===== config.mk =====
export PLATFORM = sky130hd
export DESIGN_NAME = demux8_deserializer
export DESIGN_NICKNAME = d
export VERILOG_FILES = /design/src/rtl/demux8_pkg.sv /design/src/rtl/demux8_deserializer_demux_1to8.sv /design/src/rtl/demux8_deserializer.sv
export SDC_FILE = /design/constraint.sdc
export NUM_CORES = 1
export LEC_CHECK = 0
export ABC_AREA = 1
export CAP_MARGIN = 20
export CORE_UTILIZATION = 35
export CTS_BUF_LIST = sky130_fd_sc_hd__clkbuf_2 sky130_fd_sc_hd__clkbuf_4 sky130_fd_sc_hd__clkbuf_8
export CTS_CLUSTER_DIAMETER = 40
export DETAILED_ROUTE_END_ITERATION = 6
export SYNTH_ARGS = -nofsm -noshare
export SYNTH_HDL_FRONTEND = slang
export SYNTH_SLANG_ARGS = --single-unit

===== constraint.sdc =====
create_clock -name clk -period 2.7 [get_ports clk]
set_input_delay 0.54 -clock clk [delete_from_list [all_inputs] [get_ports clk]]
set_output_delay 0.54 -clock clk [all_outputs]
set_load 0.02 [all_outputs]

===== src/rtl/demux8_pkg.sv =====
// Shared constants and types for the 1-to-8 serial demultiplexer.
package demux8_pkg;

  localparam int WIDTH = 8;
  localparam int SEL_W = 3;

  localparam logic [WIDTH-1:0] FULL_MASK = 8'hFF;

  typedef enum logic {
    IDLE = 1'b0,
    FILL = 1'b1
  } state_e;

endpackage


===== src/rtl/demux8_deserializer_demux_1to8.sv =====
// One-hot write-strobe decoder: selects which assembly bit the current serial bit lands in.
module demux_1to8
  import demux8_pkg::*;
(
  input  logic [SEL_W-1:0] idx,
  input  logic             en,
  output logic [WIDTH-1:0] strobe
);

  // Exactly one strobe bit is high when enabled, none otherwise.
  always_comb begin
    strobe = '0;
    if (en) strobe[idx] = 1'b1;
  end

endmodule


===== src/rtl/demux8_deserializer.sv =====
// Serial-to-parallel deserializer: steers bits into an 8-bit word by counter or external
// select, then hands finished words to a single-entry output slot.
//
// Output handshake: O/O_valid form a valid/ready producer. A word is transferred on any
// rising edge where O_valid && O_ready. While O_valid=1 and O_ready=0, O is held stable.
// A word completing while the slot is held (O_valid=1, O_ready=0) is dropped and sets
// the sticky overrun flag. The serial input side never backpressures.
module demux8_deserializer
  import demux8_pkg::*;
#(
  parameter int WIDTH = 8  // only 8 is supported
) (
  input  logic             clk,
  input  logic             rst_n,
  input  logic             D,
  input  logic             D_valid,
  input  logic [2:0]       S,
  input  logic             S_mode,
  input  logic             clear,
  output logic [WIDTH-1:0] O,
  output logic             O_valid,
  input  logic             O_ready,
  output logic             busy,
  output logic             overrun,
  output state_e           state_dbg
);

  logic [WIDTH-1:0] a_q, a_d;
  logic [WIDTH-1:0] m_q, m_d;
  logic [2:0]       cnt_q, cnt_d;
  logic [WIDTH-1:0] o_q, o_d;
  logic             o_valid_q, o_valid_d;
  logic             overrun_q, overrun_d;
  logic             busy_q, busy_d;
  state_e           state_q, state_d;

  logic [2:0]       idx;
  logic             wr_en;
  logic [WIDTH-1:0] strobe;
  logic [WIDTH-1:0] a_next;
  logic [WIDTH-1:0] m_next;
  logic             complete;
  logic             slot_free;

  // A clear on the same edge drops the incoming bit, so it also gates the write.
  assign idx   = S_mode ? S : cnt_q;
  assign wr_en = D_valid && !clear;

  demux_1to8 u_demux (
    .idx    (idx),
    .en     (wr_en),
    .strobe (strobe)
  );

  // Next-state: bit insert, completion/hand-off, overrun, and flush.
  always_comb begin
    a_next    = (a_q & ~strobe) | (strobe & {WIDTH{D}});
    m_next    = m_q | strobe;
    complete  = wr_en && (m_next == FULL_MASK);
    slot_free = !o_valid_q || O_ready;

    a_d       = a_next;
    m_d       = m_next;
    cnt_d     = (wr_en && !S_mode) ? cnt_q + 3'd1 : cnt_q;
    o_d       = o_q;
    o_valid_d = o_valid_q && !O_ready;
    overrun_d = overrun_q;

    if (complete) begin
      m_d   = '0;
      cnt_d = '0;
      if (slot_free) begin
        o_d       = a_next;
        o_valid_d = 1'b1;
      end else begin
        overrun_d = 1'b1;
      end
    end

    // Flush keeps O (only reset zeroes it).
    if (clear) begin
      a_d       = '0;
      m_d       = '0;
      cnt_d     = '0;
      o_valid_d = 1'b0;
      overrun_d = 1'b0;
    end

    busy_d  = (m_d != '0);
    state_d = (m_d == '0) ? IDLE : FILL;
  end

  // Single register bank for all state, including the FSM and registered outputs.
  always_ff @(posedge clk) begin
    if (!rst_n) begin
      a_q       <= '0;
      m_q       <= '0;
      cnt_q     <= '0;
      o_q       <= '0;
      o_valid_q <= 1'b0;
      overrun_q <= 1'b0;
      busy_q    <= 1'b0;
      state_q   <= IDLE;
    end else begin
      a_q       <= a_d;
      m_q       <= m_d;
      cnt_q     <= cnt_d;
      o_q       <= o_d;
      o_valid_q <= o_valid_d;
      overrun_q <= overrun_d;
      busy_q    <= busy_d;
      state_q   <= state_d;
    end
  end

  assign O         = o_q;
  assign O_valid   = o_valid_q;
  assign overrun   = overrun_q;
  assign busy      = busy_q;
  assign state_dbg = state_q;

endmodule

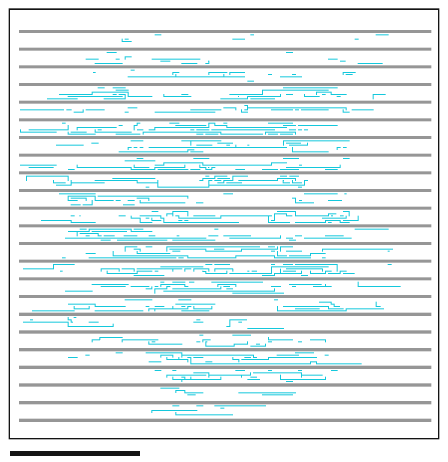
**Above:** run 1 (met1 routing).
Scale bar: 20 µm. Supply wires on this layer in gray.
main direction	horizontal
wire length on this layer	1530 µm
nets with wire on the layer	208
share of all routed wire	52%
total vias in the final route: 1231
global-route met1 utilization: 21.3%

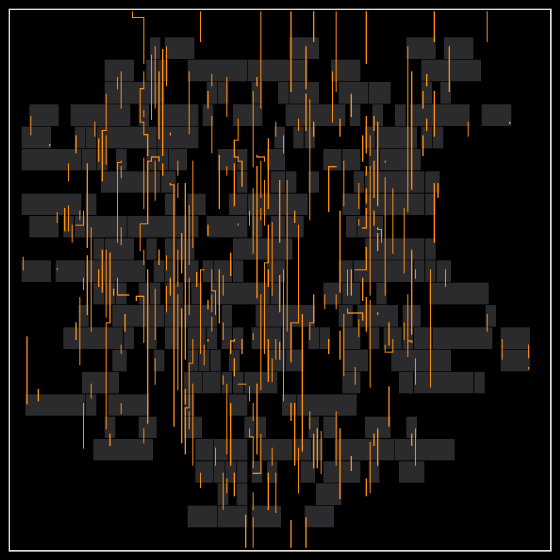
**Above:** run 1 (met2 routing).
longest straight run	29.4 µm
wire length on this layer	1250 µm
nets with wire on the layer	182
main direction	vertical

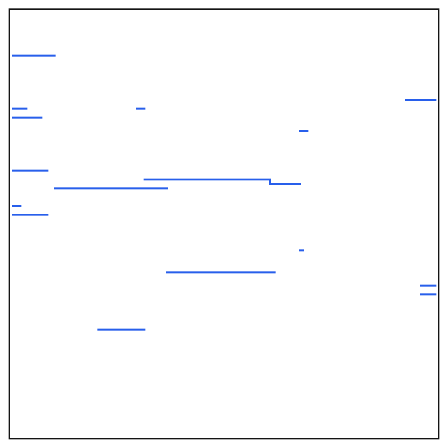
**Above:** run 1 (metal 3).
longest straight run	19.3 µm
wire length on this layer	102 µm
met3 track utilization from global routing: 4.14%
overall routed net length: 2950 µm

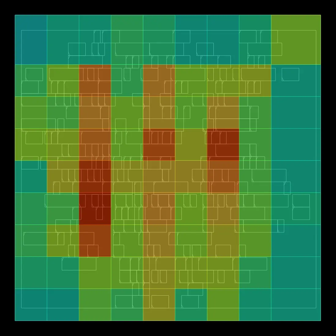
**Above:** run 1 (routing congestion).
fraction of the core area covered by cells at the end of the flow: 47.2%
highest-utilization routing layer at the global route stage: met2
met2 Usage GRT: 22.7%
total track usage: 15.8%
routed length per placed instance: 11.0 µm

==> writeup.txt, run 1 <==
The number of warning messages in the yosys log was 0. Counting flops with a built-in enable in the synthesized netlist gives 0. The run finished with clean final reports. In this run, CTS created clock tree buffers numbering 5. With the max-capacitance violation count at 0, the total number of clock tree sinks is 30.

The synthesis report names the predominant flop master as sky130_fd_sc_hd__dfxtp_1. TritonCTS built the clock tree. According to the floorplan report, the die width is 65.9 µm. For reference, the top cells by count after synthesis are 42 x sky130_fd_sc_hd__nor2_1, 36 x sky130_fd_sc_hd__nand2_1, 30 x sky130_fd_sc_hd__dfxtp_1. The run gives 0 for the number of antenna violations at the first check in global routing. Per the OpenROAD floorplan log, the area of the die is 4340 µm².

The setup path with the least slack is of type input pin to flip-flop. The area reported by Yosys stat came out at 1430 µm². Detailed-route iteration 0 reported a violation count of 55. Using the TritonRoute via totals, the vias-per-cell ratio works out to 4.58. The run gives 0.291 mV for the maximum resistive drop on vdd. Per the post-route antenna check, the number of violating nets is 0.

Final non-filler cell total: 269. The number of buffers between clock root and the deepest sink is 2, and the total overflow reported by the global router is 0. The first detailed-routing pass took 4 iterations. The worst endpoint required time is 2.86 ns. The number of remaining DRC errors was 0. The number of global-route vias before repair was 1161. Yosys mapped the design onto 26 distinct sky130hd cell types.

For this run, asynchronously set or reset flops after synthesis account for 0%. The arrival time at the worst endpoint came out at 2.43 ns. The run gives 42.1% for the area share of the largest cell type after synthesis. The final max-slew violation count is 0.

Per Yosys stat, the portion of area used by sequential elements is 42.1%. In the final timing run, aggregate negative setup slack is 0 ns. The first global-routing pass estimated 5090 µm of wire. Static timing analysis puts the maximum clock frequency at 441 MHz. Counting every net in the synthesized netlist gives 205. The post-synthesis register bit count works out to 30.

The tools report the type of element capturing the critical path as a flip-flop. A synthesized cell averages 7.36 µm². Worst clock skew: 0.00334 ns.

After technology mapping, the gate count stands at 194. The tools report the headroom to the max-slew limit as 73.9%. In the post-synthesis netlist, the biggest area contributors are sky130_fd_sc_hd__dfxtp_1 42%, sky130_fd_sc_hd__nor2_1 11%, sky130_fd_sc_hd__nand2_1 9.5%. The final critical path time including I/O delays and setup is 2.27 ns.

Setup repair after global routing left no endpoint under its margin. After synthesis, the design contains 194 cells according to Yosys. The routability congestion estimate from global placement came out at 0.781.

Entering global routing, the biggest net connects 13 pins. For the top-level I/O count, the log shows 22. The tools report the starting density of the core as 37.6%. The largest area contributor in the netlist was sky130_fd_sc_hd__dfxtp_1.

Per the placement log, port buffering inserted 21 buffers. The cts-stage hold buffer count was 0. The post-CTS clock slew at the launch and capture registers of the worst setup and hold paths is 0.06 ns, and the number of hold violations in the final report is 0. STA lists the maximum fanout along the critical path as 12.

STA classifies the critical path startpoint as an input pin. The number of placed instances, taps included, is 261. Between the synthesized netlist and the finished layout, the area growth was recorded as 25.5%.

Cells with a size suffix above 1 make up 20.8% of the layout. Total power normalized to cell area comes to 532 nW/µm². The final critical path takes up 84.0% of the cycle. The OpenROAD warning count is 26, and the later-pin clock latency in the skew report is 0.29 ns. The run gives 3800 µm² as the placeable core region. The power report puts the leakage power at 0.000705 µW.

Yosys instantiated no cell more often than sky130_fd_sc_hd__nor2_1. The min-delay analysis places its worst path in the category flip-flop to flip-flop. The clock root buffer was sky130_fd_sc_hd__clkbuf_8.

Gates resized during post-CTS repair numbered 0. According to the floorplan log, the row count is 22. With the post-placement setup slack at 0.130 ns, the measured slew at the worst slew-check pin is 0.391 ns. The cell area after synthesis was 1430 µm²; the final setup violation count was 0.

Fill cells in the final layout number 388. Looking at the post-CTS report, the setup buffer insertion count equals 0. The H-tree was split into 2 levels.

The tools report the smallest setup slack after layout as 0.432 ns. The count of nets after finishing is 231, and the final antenna diode count is 0. The die span in y was 65.9 µm. The run gives 2250 µm for the detailed placer's ending HPWL.
run 1: final timing paths:
kind	startpoint	to	slack (ns)	depth (start not counted)
worst max register to register	cnt_q[0]	m_q[1]	0.94	11
worst max-delay path	S_mode	m_q[1]	0.43	12
worst min register to register	m_q[7]	m_q[7]	0.46	2
worst min-delay path	m_q[7]	m_q[7]	0.46	2
run 1: worst max-delay path, stage by stage:
cell	delay, ns
sky130_fd_sc_hd__clkdlybuf4s50_1	0.55
sky130_fd_sc_hd__inv_2	0.10
sky130_fd_sc_hd__nand2_2	0.08
sky130_fd_sc_hd__nand2_2	0.07
sky130_fd_sc_hd__nor2_2	0.14
sky130_fd_sc_hd__nand2_1	0.12
sky130_fd_sc_hd__nand2_2	0.10
sky130_fd_sc_hd__inv_2	0.05
sky130_fd_sc_hd__nor2_2	0.18
sky130_fd_sc_hd__nand3_4	0.15
sky130_fd_sc_hd__nand3_2	0.28
sky130_fd_sc_hd__a21oi_1	0.07
run 1: power breakdown:
part           switching (µW)  internal, µW  leakage [µW]
Combinational            46.4          29.8      0.000406
Sequential               1.34           446      0.000242
Clock                     173           257     0.0000575
run 1: cell families (layout without fill, tap and decap cells):
kind of cell | Yosys count | after routing | share of synthesized area, %
and+or+nand+nor | 123 | 123 | 42.9
DFF | 30 | 30 | 42.1
buffers and inverters | 23 | 50 | 6.92
AOI/OAI and AO/OA | 15 | 15 | 6.05
xor gates and xnor gates | 2 | 2 | 1.23
adders and majority gates | 1 | 1 | 0.876
run 1: registers in the layout (all words and copies together) (netlist names):
| name | cells |
|---|---|
| O | 8 |
| O_valid | 1 |
| a_q | 8 |
| busy | 1 |
| cnt_q | 3 |
| m_q | 8 |
| overrun | 1 |
run 1: placed cells by master (no fill, tap or decap), drive strengths merged, types with 2 or more instances in the layout:
| master | instances |
|---|---|
| xor2 | 2 |
| nand2 | 49 |
| nand4 | 9 |
| clkbuf | 8 |
| o21ai | 4 |
| nand3 | 6 |
| a21oi | 11 |
| inv | 19 |
| dfxtp | 30 |
| nor2 | 56 |
| clkdlybuf4s50 | 21 |
run 1: layout make-up:
class	count	area, µm²	share of cell area (%)
Tap cell	48	60.1	3.35
Multi-Input combinational cell	141	728	40.6
Timing Repair Buffer	22	218	12.2
Sequential cell	30	601	33.5
Clock buffer	8	110	6.15
Inverter	20	75.1	4.19
run 1: routing by layer:
metal / vias to the layer above / global-route usage (%) / wire length, µm
li1: 661 / - / -
met1: 546 / 21.3 / 1530
met2: 16 / 22.7 / 1250
met3: 8 / 4.14 / 101
met4: 0 / 8.15 / 72
met5: - / 0 / 0
run 1: stage by stage:
stage	total power [µW]	hold WS (ns)	area, µm²
floorplan	507	0.438	1430
global placement	533	0.451	1680
detailed placement	533	0.452	1680
CTS	960	0.461	1790
global route	988	0.472	1790
finish	953	0.460	1790
**Run 1: wire density map**

13 x 13 tiles, from dark blue (low) to red (high), scaled to the fullest tile. Values are wire area over tile area, all layers added.
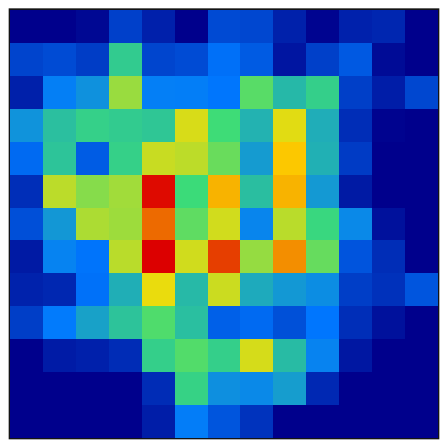

==> inputs of run 2 (changes only) <==
==> constraint.sdc (replaced) <==
create_clock -name clk -period 1.9 [get_ports clk]
set_input_delay 0.38 -clock clk [delete_from_list [all_inputs] [get_ports clk]]
set_output_delay 0.38 -clock clk [all_outputs]
set_load 0.02 [all_outputs]
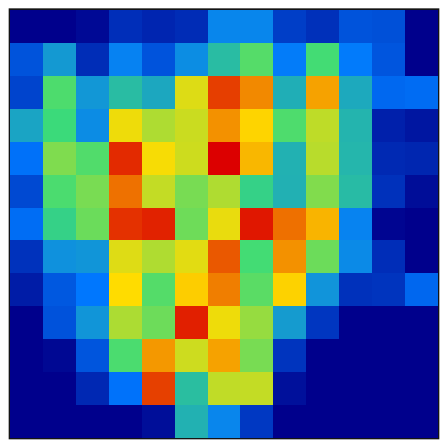
**Above:** run 2 (wire density map).
13 x 13 tiles, from dark blue (low) to red (high), scaled to the fullest tile. Values are wire area over tile area, all layers added.
emptiest ninth of the die	south-east
fullest tile	0.32
mean over tiles	0.12
tiles over half the peak	37%

==> writeup.txt, run 2 <==
With the critical path's largest stage delay at 0.47 ns (was 0.55 ns), the number of hold violations in the final report is 0 (unchanged). The run gives 21 (unchanged) for the total of buffers placed on input and output ports. The global-route wire length before repair came out at 5240 µm (was 5090 µm). The area fraction in xor and xnor cells is 1.23% (unchanged), and the standard cell area after detailed placement is 1920 µm² (was 1680 µm²). The number of cell instances after yosys synthesis is 194 (unchanged), and the number of antenna violations at the first check in global routing is 0 (unchanged). The detailed placer's ending HPWL came out at 2460 µm (was 2250 µm). The run finished with clean final reports. The primary flip-flop cell chosen by synthesis mapping is sky130_fd_sc_hd__dfxtp_1 (unchanged).

The reg-to-reg critical path startpoint was cnt_q[0] (unchanged). The run gives 0 (unchanged) for the final setup violation count. Setup repair after global routing could not meet its margin everywhere. The tools report the beginning of the worst hold path as m_q[7] (unchanged). Final worst-path cycle share: 95.4%. The final antenna diode count came out at 0 (unchanged). The area taken by flip-flops and latches was 601 µm² (unchanged); the total wire length after detailed routing was 3250 µm (was 2950 µm). The tools report the area reported by Yosys stat as 1430 µm² (unchanged). With the leakage component of the power at 0.000898 µW (was 0.000705 µW), the number of buffers added by the clock tree synthesis step is 5 (unchanged). The post-synthesis instance total was 194 (unchanged).

The tools report the cell area after synthesis as 1430 µm² (unchanged). The net count after synthesis is 205 (unchanged). The path class of the lowest-slack min-delay path is flip-flop to flip-flop (unchanged). Area share of the largest cell type after synthesis: 42.1% (unchanged). With the arrival time at the worst endpoint at 2.04 ns (was 2.43 ns), the maximum clock rate is 552 MHz. The run gives 2.13 ns (was 2.86 ns) as the worst endpoint required time.

The run gives 0.365 ns (was 0.391 ns) for the measured slew at the worst slew-check pin. Clock root buffer: sky130_fd_sc_hd__clkbuf_8 (unchanged). The die span in y is 65.9 µm (unchanged).

Routability congestion estimate from global placement: 0.824 (was 0.781). The logs give 1201 (was 1161) for the number of global-route vias before repair and 0 (unchanged) for the max-capacitance violation count. For the total number of clock tree sinks, the log shows 30 (unchanged). The post-layout instance area was 2120 µm² (was 1790 µm²). The critical-path maximum fanout works out to 8 (was 12).

The main combinational cell family by area after synthesis is simple AND/OR/NAND/NOR gates (unchanged). For the detailed-routing iteration count for the pre-antenna-repair pass, the log shows 4 (unchanged). Dominant cell by count in the synthesized netlist: sky130_fd_sc_hd__nor2_1 (unchanged). The maximum resistive drop on vdd was 0.392 mV (was 0.291 mV); the final max-slew violation count was 0 (unchanged). The share of post-route cells with drive strength above 1 came out at 36.4% (was 20.8%). The most frequent cell on the critical path is sky130_fd_sc_hd__nand2_2 (unchanged).

For the count of nets after finishing, the log shows 263 (was 231). The run gives 13 (unchanged) for the maximum number of pins on one net before global-route repair. The placement row count is 22 (unchanged), and the power density over cell area is 621 nW/µm² (was 532 nW/µm²). The post-synthesis register bit count works out to 30 (unchanged). The later-pin clock latency in the skew report was 0.28 ns (was 0.29 ns). Most used standard cells in the synthesized netlist: 42 x sky130_fd_sc_hd__nor2_1, 36 x sky130_fd_sc_hd__nand2_1, 30 x sky130_fd_sc_hd__dfxtp_1 (unchanged). The run gives 42.1% (unchanged) for the sequential cell area fraction in the yosys report. The OpenROAD warning count works out to 27 (was 26). The run gives 3800 µm² (unchanged) for the placeable core region.

The tools report the kind of start point of the critical path as an input pin (unchanged). The setup TNS is 0 ns (unchanged). With the headroom to the max-slew limit at 75.6% (was 73.9%), the area growth from synthesis to layout is 48.3% (was 25.5%). The run gives 1.81 ns for the final critical path time including I/O delays and setup. The tools report the worst-case hold slack as 0.460 ns (about the same).

The tools report the post-synthesis cell type count as 26 (unchanged). The post-CTS clock slew at the launch and capture registers of the worst setup and hold paths was 0.06 ns (about the same); the portion of netlist area occupied by mux cells was 0% (unchanged). The critical-path cell with the highest stage delay was sky130_fd_sc_hd__clkdlybuf4s50_1 (unchanged). For the logic area, the log shows 806 µm² (was 728 µm²). The most frequently placed logic cell in the final layout was sky130_fd_sc_hd__nor2_1 (unchanged). The via count of the routed design was 1340 (was 1231); the post-route total power was 1310 µW (was 953 µW). The width of the chip works out to 65.9 µm (unchanged). The complex-gate fraction of the synthesized area is 6.05% (unchanged). The logs give 0 (unchanged) for the number of warning messages in the yosys log and 4340 µm² (unchanged) for the total die area. The number of buffers between clock root and the deepest sink is 2 (unchanged). Cell-by-cell trace of the critical path: clkdlybuf4s50_1, nand2_2, nand2_4, nand2_2, inv_2, nand2_2, nand2_2, nand2_2, nor2_4, nand3_4, nor2_8, nor2_1, nor2_1 (was clkdlybuf4s50_1, inv_2, nand2_2, nand2_2, nor2_2, nand2_1, nand2_2, inv_2, nor2_2, nand3_4, nand3_2, a21oi_1). The remaining antenna violation count was 0 (unchanged). Highest-count cells in the layout ignoring fill and taps: 37 x sky130_fd_sc_hd__nor2_1, 31 x sky130_fd_sc_hd__buf_4, 30 x sky130_fd_sc_hd__dfxtp_1, 30 x sky130_fd_sc_hd__nand2_1, 17 x sky130_fd_sc_hd__clkdlybuf4s50_1 (was 42 x sky130_fd_sc_hd__nor2_1, 36 x sky130_fd_sc_hd__nand2_1, 30 x sky130_fd_sc_hd__dfxtp_1). The count of filler cells inserted in the layout was 375 (was 388); the simple logic cell fraction of the synthesized area was 42.9% (unchanged). Maximum level of the CTS H-tree: 2 (unchanged). The area fraction in full adders, half adders and majority gates was 0.876% (unchanged). Total routing resource utilization after global routing: 16.7% (was 15.8%). With the total overflow reported by the global router at 0 (unchanged), the proportion of synthesized flip-flops having asynchronous set or reset is 0% (unchanged). For the count of routing violations after the opening detailed-route iteration, the log shows 65 (was 55). Largest area contributor in the netlist: sky130_fd_sc_hd__dfxtp_1 (unchanged).
==> run 2: cell counts after synthesis <==
No cell type changed its count.
==> run 2: per-layer routing <==
| metal | global-route usage (%) | vias up | share of wire (%) |
|---|---|---|---|
| met2 | 25.0 | 25 | 43 |
| met5 | 0 | - | 0 |
| met1 | 21.5 | 584 | 51 |
| met3 | 5.69 | 5 | 4.2 |
| met4 | 7.34 | 0 | 1.5 |
| li1 | - | 726 | - |
==> run 2: per-stage QoR <==
step | instances | util (%) | worst slack, ns
2_1_floorplan | 194 | - | 0.284
3_3_place_gp | 291 | 50.5 | -0.377
3_5_place_dp | 291 | 50.5 | -0.342
4_1_cts | 301 | 53.5 | 0.0113
5_1_grt | 301 | 55.7 | -0.0221
6_report | 301 | 55.7 | 0.0875
==> run 2: tightest hold or removal path: cells and delay by family (launching register included) <==
kind                   cells  cell delay, ns
AND-OR/OR-AND              1            0.05
buffers and inverters      1            0.07
flip-flops                 1            0.30
==> run 2: logic make-up (layout without fill, tap and decap cells) <==
logic type / count (synthesis) / in the layout
simple gates: 123 / 123
fa+ha+maj: 1 / 1
flops: 30 / 30
compound gates: 15 / 15
buf+inv: 23 / 82
xor+xnor: 2 / 2
==> run 2: cell type report <==
cell class                 instances  share of cell area [%]
clock buffer                       7                    4.26
multi-input combinational        141                    38.1
sequential                        30                    28.4
timing repair buffer              54                    22.7
inverter                          20                    3.55
tap                               48                    2.84
clock inverter                     1                   0.236
==> run 2: path summary, 6_finish.rpt <==
check,to,depth (start not counted)
max,O[7],13
min,m_q[7],2
max reg2reg,O[7],12
min reg2reg,m_q[7],2
==> run 2: report_power, final <==
group	internal (µW)	total, µW	switching, µW
registers	634	635	1.91
clock network	306	535	229
logic	64.7	144	79.4
==> run 2: what timing repair did <==
item                       4_1_cts  5_1_grt
pin swaps                        2       19
hold buffers                     0        0
buffers inserted                 2        0
resized                          3       24
setup endpoints to repair       20       21
==> inputs of run 3 (changes only) <==
--- a/config.mk
+++ b/config.mk
@@ -11,6 +11,7 @@
 export CTS_BUF_LIST = sky130_fd_sc_hd__clkbuf_2 sky130_fd_sc_hd__clkbuf_4 sky130_fd_sc_hd__clkbuf_8
 export CTS_CLUSTER_DIAMETER = 40
 export DETAILED_ROUTE_END_ITERATION = 6
+export GPL_ROUTABILITY_DRIVEN = 1
 export SYNTH_ARGS = -nofsm -noshare
 export SYNTH_HDL_FRONTEND = slang
 export SYNTH_SLANG_ARGS = --single-unit
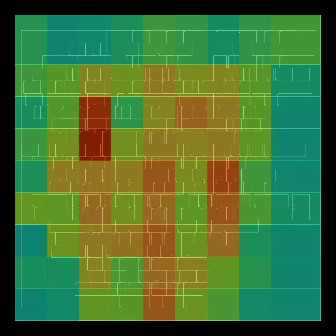
**Above:** run 3 (routing congestion).
met3 track utilization from global routing: 5.69%
fraction of the core area covered by cells at the end of the flow: 55.7%
met2 Usage GRT: 25.0%
global-route met1 utilization: 21.5%

==> writeup.txt, run 3 <==
For the worst clock skew, the log shows 0.00835 ns (unchanged). The most frequent cell on the critical path was sky130_fd_sc_hd__nand2_2 (unchanged). Post-synthesis register bit count: 30 (unchanged). With the per-cell routed wire length at 10.8 µm (unchanged), the number of global-route vias before repair is 1201 (unchanged). The count of routing violations after the opening detailed-route iteration is 65 (unchanged), and the total of buffers placed on input and output ports is 21 (unchanged).

The OpenROAD warning count works out to 27 (unchanged). Dominant cell by count in the synthesized netlist: sky130_fd_sc_hd__nor2_1 (unchanged). For the cell area after synthesis, the log shows 1430 µm² (unchanged). With the post-placement setup slack at -0.342 ns (unchanged), the area growth from synthesis to layout is 48.3% (unchanged). The run gives 0.392 mV (unchanged) as the maximum resistive drop on vdd.

The critical path's largest stage delay was 0.47 ns (about the same). Detailed-routing iteration count for the pre-antenna-repair pass: 4 (unchanged). With the leakage component of the power at 0.000898 µW (unchanged), the cts-stage hold buffer count is 0 (unchanged). The tools report the clock root buffer as sky130_fd_sc_hd__clkbuf_8 (unchanged). The post-CTS clock slew at the launch and capture registers of the worst setup and hold paths was 0.06 ns (about the same). Kind of cell adding the most delay to the critical path: simple AND/OR/NAND/NOR gates (unchanged). Most frequently placed logic cell in the final layout: sky130_fd_sc_hd__nor2_1 (unchanged). Share of post-route cells with drive strength above 1: 36.4% (unchanged). The run finished with clean final reports.

The primary flip-flop cell chosen by synthesis mapping is sky130_fd_sc_hd__dfxtp_1 (unchanged). Cell-by-cell trace of the critical path: clkdlybuf4s50_1, nand2_2, nand2_4, nand2_2, inv_2, nand2_2, nand2_2, nand2_2, nor2_4, nand3_4, nor2_8, nor2_1, nor2_1 (unchanged). The starting density of the core is 37.6% (unchanged), and the total routing resource utilization after global routing is 16.7% (unchanged). The sequential cell area fraction in the yosys report is 42.1% (unchanged), and the width of the chip is 65.9 µm (unchanged). The post-route total power is 1310 µW (unchanged). The number of cell instances after yosys synthesis came out at 194 (unchanged).

With the buffers plus inverters on the worst setup path at 2 (unchanged), the number of hold violations in the final report is 0 (unchanged). The startpoint-to-endpoint class of the critical path is input pin to flip-flop (unchanged). The remaining antenna violation count was 0 (unchanged); the final setup violation count was 0 (unchanged). The average cell area after synthesis was 7.36 µm² (unchanged). The final worst-path cycle share is 95.4% (unchanged).

For the number of buffers added by the clock tree synthesis step, the log shows 5 (unchanged). The largest area contributor in the netlist was sky130_fd_sc_hd__dfxtp_1 (unchanged). Average vias per placed instance: 4.45 (unchanged).

The type of element capturing the critical path is a flip-flop (unchanged). Final antenna diode count: 0 (unchanged). Max-capacitance violation count: 0 (unchanged). The tools report the total overflow reported by the global router as 0 (unchanged). The die span in y is 65.9 µm (unchanged).

The area reported by Yosys stat came out at 1430 µm² (unchanged). For the number of antenna violations at the first check in global routing, the log shows 0 (unchanged). The maximum number of pins on one net before global-route repair was 13 (unchanged).

The logs give 26 (unchanged) for the post-synthesis cell type count and 4340 µm² (unchanged) for the total die area. The worst endpoint required time was 2.13 ns (about the same); the area share of the largest cell type after synthesis was 42.1% (unchanged). Kind of start point of the critical path: an input pin (unchanged). The run gives 75.6% (unchanged) as the headroom to the max-slew limit. The tools report the top-level I/O count as 22 (unchanged).

The logs give 2460 µm (unchanged) for the detailed placer's ending HPWL and 0.460 ns (unchanged) for the worst-case hold slack. The run gives 30 (unchanged) for the total number of clock tree sinks. The number of warning messages in the yosys log was 0 (unchanged). Most used standard cells in the synthesized netlist: 42 x sky130_fd_sc_hd__nor2_1, 36 x sky130_fd_sc_hd__nand2_1, 30 x sky130_fd_sc_hd__dfxtp_1 (unchanged). The final critical path time including I/O delays and setup was 1.81 ns (unchanged); the count of filler cells inserted in the layout was 375 (unchanged). Critical-path cell with the highest stage delay: sky130_fd_sc_hd__clkdlybuf4s50_1 (unchanged).

The tools report the total wire length after detailed routing as 3250 µm (unchanged).
-- run 3: cell counts after synthesis --
Identical to the previous run, type by type.
-- run 3: final cells by class --
type | count | area (µm²) | area share (%)
clock buffers | 7 | 90.1 | 4.26
clock inverters | 1 | 5.00 | 0.236
inverters | 20 | 75.1 | 3.55
multi-input cells | 141 | 806 | 38.1
flip-flops and latches | 30 | 601 | 28.4
well taps | 48 | 60.1 | 2.84
repair buffers | 54 | 480 | 22.7
-- run 3: cells by family after synthesis --
logic type	synth area share [%]
AND-OR/OR-AND	6.05
XOR/XNOR	1.23
adder cells (fa/ha/maj)	0.876
buffers and inverters	6.92
flip-flops	42.1
AND/OR/NAND/NOR	42.9
-- run 3: final timing paths --
| check | from | slack, ns | to | depth (start not counted) |
|---|---|---|---|---|
| setup / recovery | S[0] | 0.09 | O[7] | 13 |
| hold / removal | m_q[7] | 0.46 | m_q[7] | 2 |
| setup reg to reg | cnt_q[0] | 0.24 | O[7] | 12 |
| hold reg to reg | m_q[7] | 0.46 | m_q[7] | 2 |
-- run 3: through the flow --
step                      utilization [%]  std cells  setup TNS, ns  cell area [µm²]
final                                55.7        301              0             2120
after global routing                 55.7        301        -0.0984             2120
after CTS                            53.5        301              0             2030
after detailed placement             50.5        291          -7.82             1920
after global placement               50.5        291          -7.87             1920
after floorplan                         -        194              0             1430
-- run 3: tightest hold or removal path: stages (launching register included) --
cell and delay, ns:
sky130_fd_sc_hd__dfxtp_1 0.30, sky130_fd_sc_hd__inv_1 0.07, sky130_fd_sc_hd__a21oi_2 0.05
-- run 3: routing by layer --
layer / GRT usage (%) / share of wire, %
met1: 21.5 / 51
met2: 25.0 / 43
met3: 5.69 / 4.2
met4: 7.34 / 1.5
met5: 0 / 0
-- run 3: power breakdown --
part / internal [µW] / switching, µW / leakage, µW / total (µW)
sequential: 634 / 1.91 / 0.000242 / 635
combinational: 64.7 / 79.4 / 0.000604 / 144
clock: 306 / 229 / 0.0000517 / 535
total: 1000 / 310 / 0.000898 / 1310
-- run 3: timing repair --
action,4_1_cts,5_1_grt
pin swaps,2,19
setup endpoints to repair,20,21
buffers inserted,2,0
resized,3,24
Power is estimated from default activity; no workload was simulated.
